File: config.mk
export PLATFORM = sky130hd
export DESIGN_NAME = msk_sym_sync
export DESIGN_NICKNAME = d
export VERILOG_FILES = /design/src/rtl/msk_sym_sync.sv
export SDC_FILE = /design/constraint.sdc
export NUM_CORES = 1
export LEC_CHECK = 0
export CORE_MARGIN = 3
export CORE_UTILIZATION = 55
export DETAILED_ROUTE_END_ITERATION = 16
export GPL_ROUTABILITY_DRIVEN = 0
export PLACE_DENSITY = 0.77
export SKIP_LAST_GASP = 1
export SLEW_MARGIN = 20
export SYNTH_ARGS = -nofsm -noshare
export SYNTH_HDL_FRONTEND = slang
export SYNTH_SLANG_ARGS = --single-unit
export TNS_END_PERCENT = 10
File: constraint.sdc
create_clock -name clk -period 8.89 [get_ports clk]
set_clock_uncertainty 0.05 [all_clocks]
set_input_delay 1.778 -clock clk [delete_from_list [all_inputs] [get_ports clk]]
set_output_delay 1.778 -clock clk [all_outputs]
set_load 0.01 [all_outputs]
File: src/rtl/msk_sym_sync.sv
// -----------------------------------------------------------------------------
// msk_sym_sync
//   Symbol timing recovery and decimation for the MSK receive chain. Takes the
//   matched-filter I/Q stream, picks one on-time sample per symbol with an
//   early-late gate on |I|+|Q|, slips the strobe by +/-1 sample when the timing
//   error accumulator crosses a threshold, and queues the on-time samples in a
//   small first-word-fall-through FIFO toward the demodulator.
//
//   Optional feature macro: MSK_SYM_SYNC_DBG_EN (adds dbg_ted / dbg_adj ports).
//
// Ports
//   clk      in   1   clock
//   rst      in   1   synchronous active-high reset
//   I_in     in  16   signed matched-filter I
//   Q_in     in  16   signed matched-filter Q
//   IQ_val   in   1   sample qualifier; only qualified samples advance timing
//   sym_I    out 16   signed on-time symbol I (FIFO head)
//   sym_Q    out 16   signed on-time symbol Q (FIFO head)
//   sym_val  out  1   FIFO head valid
//   sym_rdy  in   1   consumer ready; pop when sym_val && sym_rdy
//   locked   out  1   timing lock indicator
//   ovf      out  1   sticky: a symbol was dropped on a full FIFO
//   dbg_ted  out 18   (debug build) timing error of the last strobe
//   dbg_adj  out  2   (debug build) 1-cycle pulse: 01 advance, 10 retard
// -----------------------------------------------------------------------------
module msk_sym_sync #(
   parameter int SPS        = 8,
   parameter int ACC_W      = 20,
   parameter int THRESH     = 4096,
   parameter int LOCK_CNT   = 16,
   parameter int FIFO_DEPTH = 4
) (
   input  logic        clk,
   input  logic        rst,
   input  logic [15:0] I_in,
   input  logic [15:0] Q_in,
   input  logic        IQ_val,
   output logic [15:0] sym_I,
   output logic [15:0] sym_Q,
   output logic        sym_val,
   input  logic        sym_rdy,
   output logic        locked,
   output logic        ovf
`ifdef MSK_SYM_SYNC_DBG_EN
   ,
   output logic [17:0] dbg_ted,
   output logic [1:0]  dbg_adj
`endif
);

   localparam int CNT_W  = $clog2(SPS + 2);
   localparam int LCK_W  = $clog2(LOCK_CNT + 1);
   localparam int FCNT_W = $clog2(FIFO_DEPTH + 1);

   localparam logic [CNT_W-1:0]  PER_NOM   = CNT_W'(SPS);
   localparam logic [CNT_W-1:0]  PER_RET   = CNT_W'(SPS + 1);
   localparam logic [CNT_W-1:0]  PER_ADV   = CNT_W'(SPS - 1);
   localparam logic [LCK_W-1:0]  LOCK_MAX  = LCK_W'(LOCK_CNT);
   localparam logic [FCNT_W-1:0] FIFO_FULL = FCNT_W'(FIFO_DEPTH);

   localparam logic signed [ACC_W-1:0] THR_POS = ACC_W'(THRESH);
   localparam logic signed [ACC_W-1:0] THR_NEG = -THR_POS;
   // Symmetric saturation limits +/-(2^(ACC_W-1)-1), held one bit wider so the
   // raw sum can be compared before it is narrowed.
   localparam logic signed [ACC_W:0]   SUM_MAX = {2'b00, {(ACC_W-1){1'b1}}};
   localparam logic signed [ACC_W:0]   SUM_MIN = {2'b11, {(ACC_W-2){1'b0}}, 1'b1};
   localparam logic signed [ACC_W-1:0] ACC_MAX = {1'b0, {(ACC_W-1){1'b1}}};
   localparam logic signed [ACC_W-1:0] ACC_MIN = {1'b1, {(ACC_W-2){1'b0}}, 1'b1};

   // |I|+|Q| as 17-bit unsigned; |-32768| is represented exactly as 32768.
   function automatic logic [16:0] iq_mag(input logic [15:0] i_v, input logic [15:0] q_v);
      logic [16:0] ai;
      logic [16:0] aq;
      ai = i_v[15] ? (17'd0 - {i_v[15], i_v}) : {1'b0, i_v};
      aq = q_v[15] ? (17'd0 - {q_v[15], q_v}) : {1'b0, q_v};
      return ai + aq;
   endfunction

   // Timing state
   logic [CNT_W-1:0]        cnt_d, cnt_q;
   logic [CNT_W-1:0]        per_d, per_q;
   logic [31:0]             d0_d, d0_q;      // {I,Q} of previous qualified sample
   logic [31:0]             d1_d, d1_q;      // {I,Q} two samples back
   logic signed [ACC_W-1:0] acc_d, acc_q;
   logic [LCK_W-1:0]        lock_cnt_d, lock_cnt_q;
   logic                    locked_d, locked_q;
   logic                    wr_d, wr_q;      // pending FIFO write of on-time sample
   logic [31:0]             wdat_d, wdat_q;

   // FIFO state; entry 0 is the registered head presented on sym_I/sym_Q
   logic [31:0]             mem_d [FIFO_DEPTH];
   logic [31:0]             mem_q [FIFO_DEPTH];
   logic [31:0]             sh_s  [FIFO_DEPTH];
   logic [FCNT_W-1:0]       fcnt_d, fcnt_q;
   logic                    sym_val_d, sym_val_q;
   logic                    ovf_d, ovf_q;

   // Combinational helpers
   logic                    strobe_s;
   logic [16:0]             m_late_s;
   logic [16:0]             m_early_s;
   logic signed [17:0]      ted_s;
   logic signed [ACC_W:0]   acc_sum_s;
   logic signed [ACC_W-1:0] acc_post_s;
   logic                    pop_s;
   logic                    full_s;
   logic                    wr_ok_s;
   logic [FCNT_W-1:0]       widx_s;

   // Timing error detector, accumulator and strobe scheduling
   always_comb begin
      cnt_d      = cnt_q;
      per_d      = per_q;
      d0_d       = d0_q;
      d1_d       = d1_q;
      acc_d      = acc_q;
      lock_cnt_d = lock_cnt_q;
      wr_d       = 1'b0;
      wdat_d     = wdat_q;

      // Strobe sample: late = incoming, on-time = d0, early = d1.
      strobe_s  = IQ_val && (cnt_q == (per_q - CNT_W'(1)));
      m_late_s  = iq_mag(I_in, Q_in);
      m_early_s = iq_mag(d1_q[31:16], d1_q[15:0]);
      ted_s     = $signed({1'b0, m_late_s}) - $signed({1'b0, m_early_s});
      acc_sum_s = $signed({acc_q[ACC_W-1], acc_q}) + $signed({{(ACC_W-17){ted_s[17]}}, ted_s});

      if (acc_sum_s > SUM_MAX) begin
         acc_post_s = ACC_MAX;
      end else if (acc_sum_s < SUM_MIN) begin
         acc_post_s = ACC_MIN;
      end else begin
         acc_post_s = acc_sum_s[ACC_W-1:0];
      end

      if (IQ_val) begin
         d0_d = {I_in, Q_in};
         d1_d = d0_q;
         if (strobe_s) begin
            cnt_d  = '0;
            wr_d   = 1'b1;
            wdat_d = d0_q;
            // The decision only stretches or shortens the period that follows.
            if (acc_post_s > THR_POS) begin
               per_d      = PER_RET;
               acc_d      = '0;
               lock_cnt_d = '0;
            end else if (acc_post_s < THR_NEG) begin
               per_d      = PER_ADV;
               acc_d      = '0;
               lock_cnt_d = '0;
            end else begin
               per_d = PER_NOM;
               acc_d = acc_post_s;
               if (lock_cnt_q != LOCK_MAX) begin
                  lock_cnt_d = lock_cnt_q + LCK_W'(1);
               end else begin
                  lock_cnt_d = lock_cnt_q;
               end
            end
         end else begin
            cnt_d = cnt_q + CNT_W'(1);
         end
      end else begin
         cnt_d = cnt_q;
      end

      locked_d = (lock_cnt_d >= LOCK_MAX);
   end

   // Output FIFO: shift-down on pop, write lands behind the surviving entries
   always_comb begin
      pop_s   = sym_val_q && sym_rdy;
      full_s  = (fcnt_q == FIFO_FULL);
      wr_ok_s = wr_q && (!full_s || pop_s);
      widx_s  = pop_s ? (fcnt_q - FCNT_W'(1)) : fcnt_q;
      ovf_d   = ovf_q;

      for (int i = 0; i < FIFO_DEPTH; i++) begin
         sh_s[i] = mem_q[i];
      end
      if (pop_s) begin
         for (int i = 0; i < FIFO_DEPTH - 1; i++) begin
            sh_s[i] = mem_q[i + 1];
         end
      end else begin
         sh_s[0] = mem_q[0];
      end

      for (int i = 0; i < FIFO_DEPTH; i++) begin
         mem_d[i] = (wr_ok_s && (FCNT_W'(i) == widx_s)) ? wdat_q : sh_s[i];
      end

      case ({wr_ok_s, pop_s})
         2'b10:   fcnt_d = fcnt_q + FCNT_W'(1);
         2'b01:   fcnt_d = fcnt_q - FCNT_W'(1);
         default: fcnt_d = fcnt_q;
      endcase

      if (wr_q && full_s && !pop_s) begin
         ovf_d = 1'b1;
      end else begin
         ovf_d = ovf_q;
      end

      sym_val_d = (fcnt_d != '0);
   end

   // State registers with synchronous reset
   always_ff @(posedge clk) begin
      if (rst) begin
         cnt_q      <= '0;
         per_q      <= PER_NOM;
         d0_q       <= 32'd0;
         d1_q       <= 32'd0;
         acc_q      <= '0;
         lock_cnt_q <= '0;
         locked_q   <= 1'b0;
         wr_q       <= 1'b0;
         wdat_q     <= 32'd0;
         for (int i = 0; i < FIFO_DEPTH; i++) begin
            mem_q[i] <= 32'd0;
         end
         fcnt_q     <= '0;
         sym_val_q  <= 1'b0;
         ovf_q      <= 1'b0;
      end else begin
         cnt_q      <= cnt_d;
         per_q      <= per_d;
         d0_q       <= d0_d;
         d1_q       <= d1_d;
         acc_q      <= acc_d;
         lock_cnt_q <= lock_cnt_d;
         locked_q   <= locked_d;
         wr_q       <= wr_d;
         wdat_q     <= wdat_d;
         for (int i = 0; i < FIFO_DEPTH; i++) begin
            mem_q[i] <= mem_d[i];
         end
         fcnt_q     <= fcnt_d;
         sym_val_q  <= sym_val_d;
         ovf_q      <= ovf_d;
      end
   end

   assign sym_I   = mem_q[0][31:16];
   assign sym_Q   = mem_q[0][15:0];
   assign sym_val = sym_val_q;
   assign locked  = locked_q;
   assign ovf     = ovf_q;

`ifdef MSK_SYM_SYNC_DBG_EN
   logic [17:0] dbg_ted_d, dbg_ted_q;
   logic [1:0]  dbg_adj_d, dbg_adj_q;

   // Debug capture of the strobe's timing error and adjustment direction
   always_comb begin
      dbg_ted_d = dbg_ted_q;
      dbg_adj_d = 2'b00;
      if (strobe_s) begin
         dbg_ted_d = ted_s;
         if (acc_post_s > THR_POS) begin
            dbg_adj_d = 2'b10;
         end else if (acc_post_s < THR_NEG) begin
            dbg_adj_d = 2'b01;
         end else begin
            dbg_adj_d = 2'b00;
         end
      end else begin
         dbg_adj_d = 2'b00;
      end
   end

   // Debug registers
   always_ff @(posedge clk) begin
      if (rst) begin
         dbg_ted_q <= 18'd0;
         dbg_adj_q <= 2'b00;
      end else begin
         dbg_ted_q <= dbg_ted_d;
         dbg_adj_q <= dbg_adj_d;
      end
   end

   assign dbg_ted = dbg_ted_q;
   assign dbg_adj = dbg_adj_q;
`endif

endmodule

Fig. 1: run 1, routing congestion map
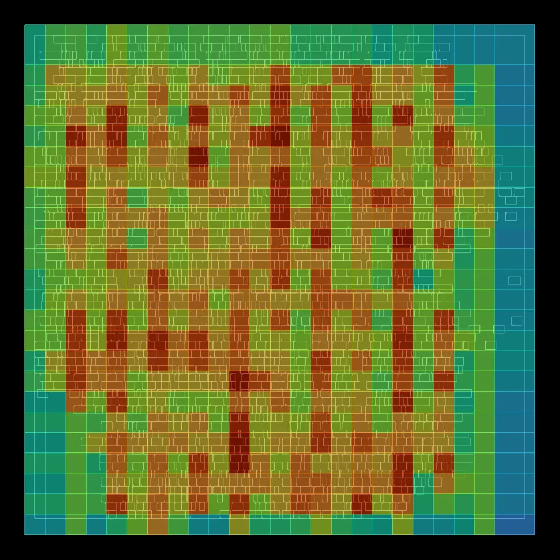
Final Util: 64.4%
DR WL/cell: 16.9 um
gr usage total: 25.5%

Fig. 2: run 1, signal wires on met2
Cells faint in the background.
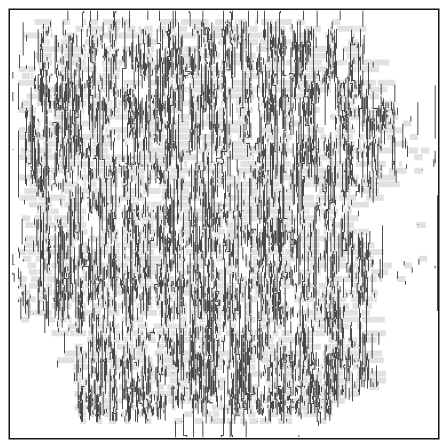
wire length on this layer	17800 um
share of all routed wire	46%

==> impl_metrics.py, run 1 <==
# Flow results
metrics = {
    "worst_setup_path": {
        "reg2reg_depth": 37,
        "crit_slowest_cell": "or4_4",
        "slowest_delay_ns": 0.45,
        "crit_top_cell": "ha_1",
        "cp-end-kind": "register",
    },
    "global_routing": {
        "use_met3_pct": 3.22,
        "antenna_found_initial": 0,
    },
    "yosys": {
        "ys_sh_aoi_pct": 18.4,
        "fa_ha_area_share_pct": 7.77,
        "synth_flops": 262,
        "ys_area_sq_mm": 0.0152,
        "simple_gate_area_share_pct": 22.2,
        "ys_types": 78,
        "syn_inst": 1898,
        "postSynth.asyncResetShare_pct": 0,
    },
    "hold_path": {
        "hold_depth": 2,
    },
    "timing": {
        "slew_violations": 0,
        "fin_crit_sh_pct": 96.4,
        "min_period_ns": 8.57,
        "slew_headroom_pct": 26.0,
    },
    "floorplan": {
        "die_y_um": 172,
        "fp.coreArea_sq_mm": 0.0270,
    },
    "status": {
        "status": "finished clean",
    },
    "clock_network": {
        "cts_buffers": 28,
    },
    "routing": {
        "dr.pass1.iters": 5,
    },
    "cells_and_area": {
        "diodes": 0,
        "areaGrowthSynthToFinish_pct": 14.8,
        "lay_top_cells": "384 x nand2_1, 262 x dfxtp_1, 222 x nor2_1",
    },
    "place": {
        "dp_cells": 2259,
    },
    "power": {
        "p_per_area_mw_per_mm2": 225,
    },
}
Fig. 3: run 1, register map, names as in the netlist
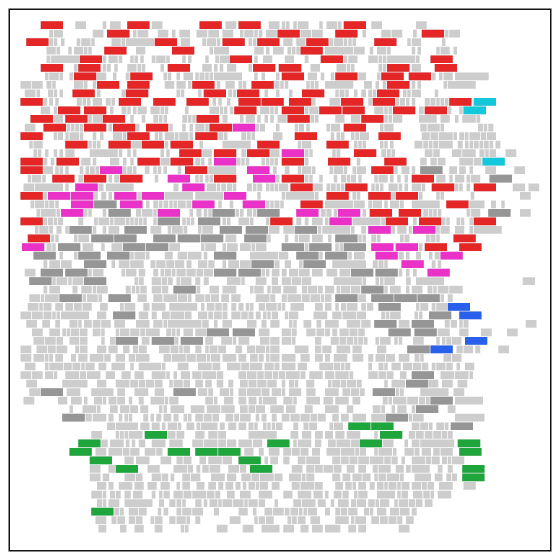
colour	netlist name	flops
blue	cnt_q	4
red	mem_q	128
cyan	fcnt_q	3
green	acc_q	20
magenta	wdat_q	32
not coloured	75

Fig. 4: run 1, the metal 3 layer
The bar under the picture is 50 um long.
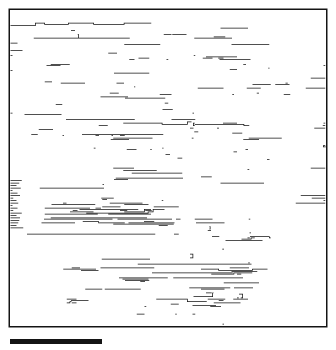
nets with wire on the layer	145
main direction	horizontal
share of all routed wire	5.9%
wire length on this layer	2310 um

## run 1: sequential cells by signal, summed over array words and instances (netlist names), 3 cells and up, named ones only
| name | count |
|---|---|
| acc_q | 20 |
| per_q | 3 |
| cnt_q | 4 |
| d1_q | 32 |
| fcnt_q | 3 |
| wdat_q | 32 |
| d0_q | 32 |
| mem_q | 128 |
## run 1: layout make-up
type / instances / area [sq um] / share of cell area [%]
inverters: 48 / 180 / 1.03
multi-input cells: 1445 / 9200 / 52.8
repair buffers: 167 / 1430 / 8.20
clock buffers: 36 / 782 / 4.49
well taps: 341 / 427 / 2.45
clock inverters: 10 / 159 / 0.912
flip-flops and latches: 262 / 5250 / 30.1
## run 1: report_power, final
part	total, uW	switching (uW)	internal [uW]
combinational	1520	832	687
sequential	1200	16.4	1190
clock	1200	469	731
total	3920	1320	2610
## run 1: metal layers
metal | vias to the layer above | part of all wire (%)
met5 | - | 0
met3 | 61 | 5.9
met2 | 375 | 46
met4 | 0 | 2.6
met1 | 6499 | 46
li1 | 6713 | -
## run 1: cells in the mapped netlist, types with 5 or more instances
master     instances  area share [%]
nand4_1            9            0.37
clkbuf_1          96             2.4
buf_4             32             1.6
or4_1              8            0.40
nand3b_1           5            0.25
nand2b_1          16            0.66
or3_1             16            0.66
o21ai_0           42             1.4
mux2i_1           69             4.6
a31oi_1           10            0.41
nor3_2            13            0.86
ha_1              87             7.2
nor3_1            21            0.69
nor2_1           223             5.5
and3_1             9            0.37
buf_1              7            0.17
o22ai_1           17            0.70
buf_6              5            0.37
o31ai_1           17            0.84
nand3_1           16            0.53
or2_2              6            0.25
a311oi_1          98             5.7
dfxtp_1          262              35
inv_1             48             1.2
o21bai_1           7            0.35
a21oi_1          113             3.7
and4_1             5            0.29
nand2_1          387             9.6
a21o_1            27             1.3
xnor2_1           78             4.5
o2111ai_1          6            0.35
o21a_1             8            0.40
buf_2              5            0.16
xor2_1            33             1.9
nor2b_1            8            0.33
## run 1: critical path, delay by kind of cell
kind,cells,cell delay [ns]
AOI/OAI and AO/OA,12,2.21
xor gates and xnor gates,4,0.65
adders and majority gates,5,1.23
buffers and inverters,4,0.76
and+or+nand+nor,11,2.30
## run 1: how the worst max path moves through the flow
stage	from	end	slack, ns	depth (start not counted)
floorplan	I_in[0]	acc_q[12]	0.48	37
global placement	I_in[0]	acc_q[1]	-0.11	37
detailed placement	Q_in[0]	acc_q[9]	-0.34	37
global route	Q_in[1]	acc_q[18]	-0.05	36
CTS	Q_in[0]	register	0.16	37
finish	I_in[1]	acc_q[16]	0.32	36
## run 1: stage by stage
step / cell area [sq um] / setup WS, ns / hold slack, ns
after global routing: 17400 / -0.0484 / 0.420
after CTS: 17300 / 0.157 / 0.398
after detailed placement: 16300 / -0.344 / 0.391
final: 17400 / 0.319 / 0.395
after global placement: 16300 / -0.106 / 0.388
after floorplan: 15200 / 0.478 / 0.382
## run 1: logic make-up (layout without fill, tap and decap cells)
family,Yosys count,after routing
AND-OR/OR-AND,400,400
XOR/XNOR,112,112
multiplexers,71,71
adder cells (fa/ha/maj),92,92
AND/OR/NAND/NOR,768,770
flip-flops,262,262
buffers and inverters,193,261
Fig. 5: run 1, logic cells by family
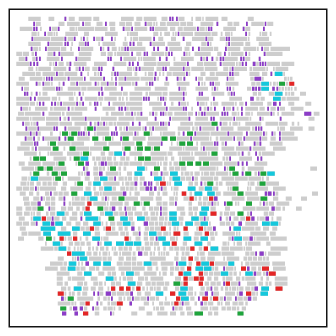

==> run 2, diff against run 1 <==
--- a/config.mk
+++ b/config.mk
@@ -9,6 +9,7 @@
 export CORE_UTILIZATION = 55
 export DETAILED_ROUTE_END_ITERATION = 16
 export GPL_ROUTABILITY_DRIVEN = 0
+export GPL_TIMING_DRIVEN = 0
 export PLACE_DENSITY = 0.77
 export SKIP_LAST_GASP = 1
 export SLEW_MARGIN = 20
Fig. 6: run 2, logic cells by family
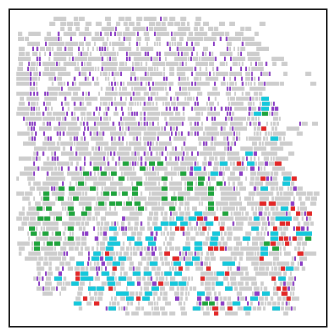
colour	family	cells
green	multiplexers	71
cyan	adder and majority cells	92
purple	NAND gates	434
red	AND-OR and OR-AND gates	54

==> run 2 against run 1 <==
Area after synthesis unchanged; maximum frequency hardly changed; sequential cell count unchanged; register-to-register slack worse by 0.33 ns; critical path type unchanged; clock power about the same; largest power group unchanged; first-iteration DRC count shrank 5.8%; cell count rose by 2.5%; synthesized cell count did not move; critical path depth shrank 1; non-clock buffer count grew 57; worst hold slack gained 0.00083 ns.
==> impl_metrics.py, run 2 <==
# Flow results
metrics = {
    "status": {
        "status": "finished clean",
    },
    "power": {
        "p_per_area_mw_per_mm2": 217,
        "intPower_uw": 2470,
        "p_clk_share_pct": 31.2,
        "p_sw_uw": 1330,
        "seqPwrFrac_pct": 31.7,
        "combPwrFrac_pct": 37.1,
        "switching_share_pct": 35.0,
    },
    "yosys": {
        "synth_top_area_share_pct": 34.6,
        "yosys-top-cells-count": "387 x nand2_1, 262 x dfxtp_1, 223 x nor2_1",
        "top_cells_by_area": "dfxtp_1 35%, nand2_1 9.6%, ha_1 7.2%",
        "yosys.cell_count.top_type": "nand2_1",
        "largest_area_cell": "dfxtp_1",
        "ys_area_sq_mm": 0.0152,
        "postSynth.asyncResetShare_pct": 0,
        "syn_inst": 1898,
    },
    "worst_setup_path": {
        "crit_top_cell": "ha_1",
        "crit_slowest_cell": "or3b_2",
        "cp-end-kind": "register",
        "slowest_delay_ns": 0.46,
    },
    "timing": {
        "min_period_ns": 8.58,
        "slew_violations": 0,
        "setup_ws_ns": 0.311,
        "slew_headroom_pct": 41.5,
        "fin_crit_sh_pct": 96.5,
    },
    "cells_and_area": {
        "regMostFlops": "mem_q",
        "areaGrowthSynthToFinish_pct": 15.2,
    },
    "floorplan": {
        "fp.coreArea_sq_mm": 0.0270,
    },
    "clock_network": {
        "cts_buffers": 27,
    },
    "place": {
        "dp_slack_ns": -1.17,
    },
    "global_routing": {
        "antenna_found_initial": 0,
    },
    "routing": {
        "dr.pass1.iters": 6,
    },
}
Fig. 7: run 2, routing congestion map
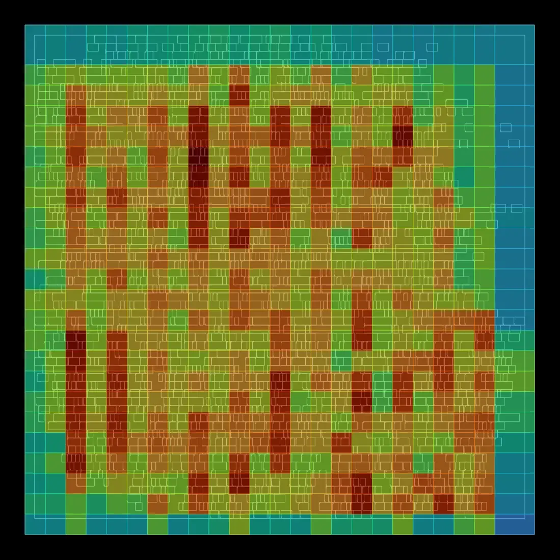
M1 GR Usage: 37.4%
GRT busiest layer: met2
gr usage total: 27.2%
met3 usage: 3.52%
DR WL/cell: 17.4 um

-- run 2: power by group through the flow --
stage | clock (uW) | combinational (uW) | sequential, uW
3_5_place_dp | 0 | 1250 | 1230
2_1_floorplan | 0 | 968 | 1220
6_report | 1180 | 1410 | 1200
4_1_cts | 1200 | 1280 | 1200
5_1_grt | 1250 | 1540 | 1210
3_3_place_gp | 0 | 1210 | 1230
-- run 2: kinds of logic (layout without fill, tap and decap cells) --
| logic type | Yosys count | count (layout) | share of synthesized area [%] |
|---|---|---|---|
| and+or+nand+nor | 768 | 768 | 22.2 |
| AOI/OAI and AO/OA | 400 | 400 | 18.4 |
| adders and majority gates | 92 | 92 | 7.77 |
| muxes | 71 | 71 | 4.70 |
| DFF | 262 | 262 | 34.6 |
| buffers and inverters | 193 | 320 | 5.85 |
| xor gates and xnor gates | 112 | 112 | 6.51 |
-- run 2: what timing repair did --
item                                    4_1_cts  5_1_grt
pin swaps                                     4        8
resized                                      20       53
endpoints found under the setup margin       24       24
buffers inserted                              2        9
-- run 2: per-layer routing --
layer | vias up | track usage (%) | part of all wire [%]
met5 | - | 0 | 0
met2 | 407 | 45.5 | 46
met4 | 0 | 6.94 | 2.2
met1 | 6646 | 37.4 | 46
li1 | 6842 | - | -
met3 | 72 | 3.52 | 5.9
-- run 2: layout make-up --
type | count | area [sq um] | share of cell area [%]
buffer | 145 | 728 | 4.17
clock buffer | 33 | 738 | 4.22
timing repair buffer | 79 | 754 | 4.32
inverter | 48 | 180 | 1.03
sequential | 262 | 5250 | 30.0
tap | 341 | 427 | 2.44
multi-input combinational | 1443 | 9210 | 52.7
clock inverter | 15 | 195 | 1.12
-- run 2: worst paths after layout --
| path | startpoint | slack [ns] | depth (start not counted) | endpoint |
|---|---|---|---|---|
| setup / recovery | Q_in[2] | 0.31 | 35 | acc_q[5] |
| hold / removal | ovf | 0.40 | 2 | ovf |
| setup reg to reg | d1_q[31] | 0.87 | 35 | acc_q[5] |
| hold reg to reg | ovf | 0.40 | 2 | ovf |
-- run 2: metrics by stage --
stage	instance area, sq um	utilization [%]	total power, uW	hold WS (ns)	std cells
after floorplan	15200	-	2190	0.382	1898
after global placement	16300	60.2	2440	0.390	2307
after detailed placement	16300	60.2	2480	0.395	2307
after CTS	17300	63.9	3680	0.404	2357
after global routing	17500	64.7	3990	0.421	2366
final	17500	64.7	3800	0.396	2366
-- run 2: critical path: cells and delay by family --
kind	cells	cell delay, ns
adders and majority gates	4	1.21
buffers and inverters	4	0.80
xor gates and xnor gates	3	0.47
AOI/OAI and AO/OA	10	1.64
and+or+nand+nor	14	3.10
Power is estimated from default activity; no workload was simulated.
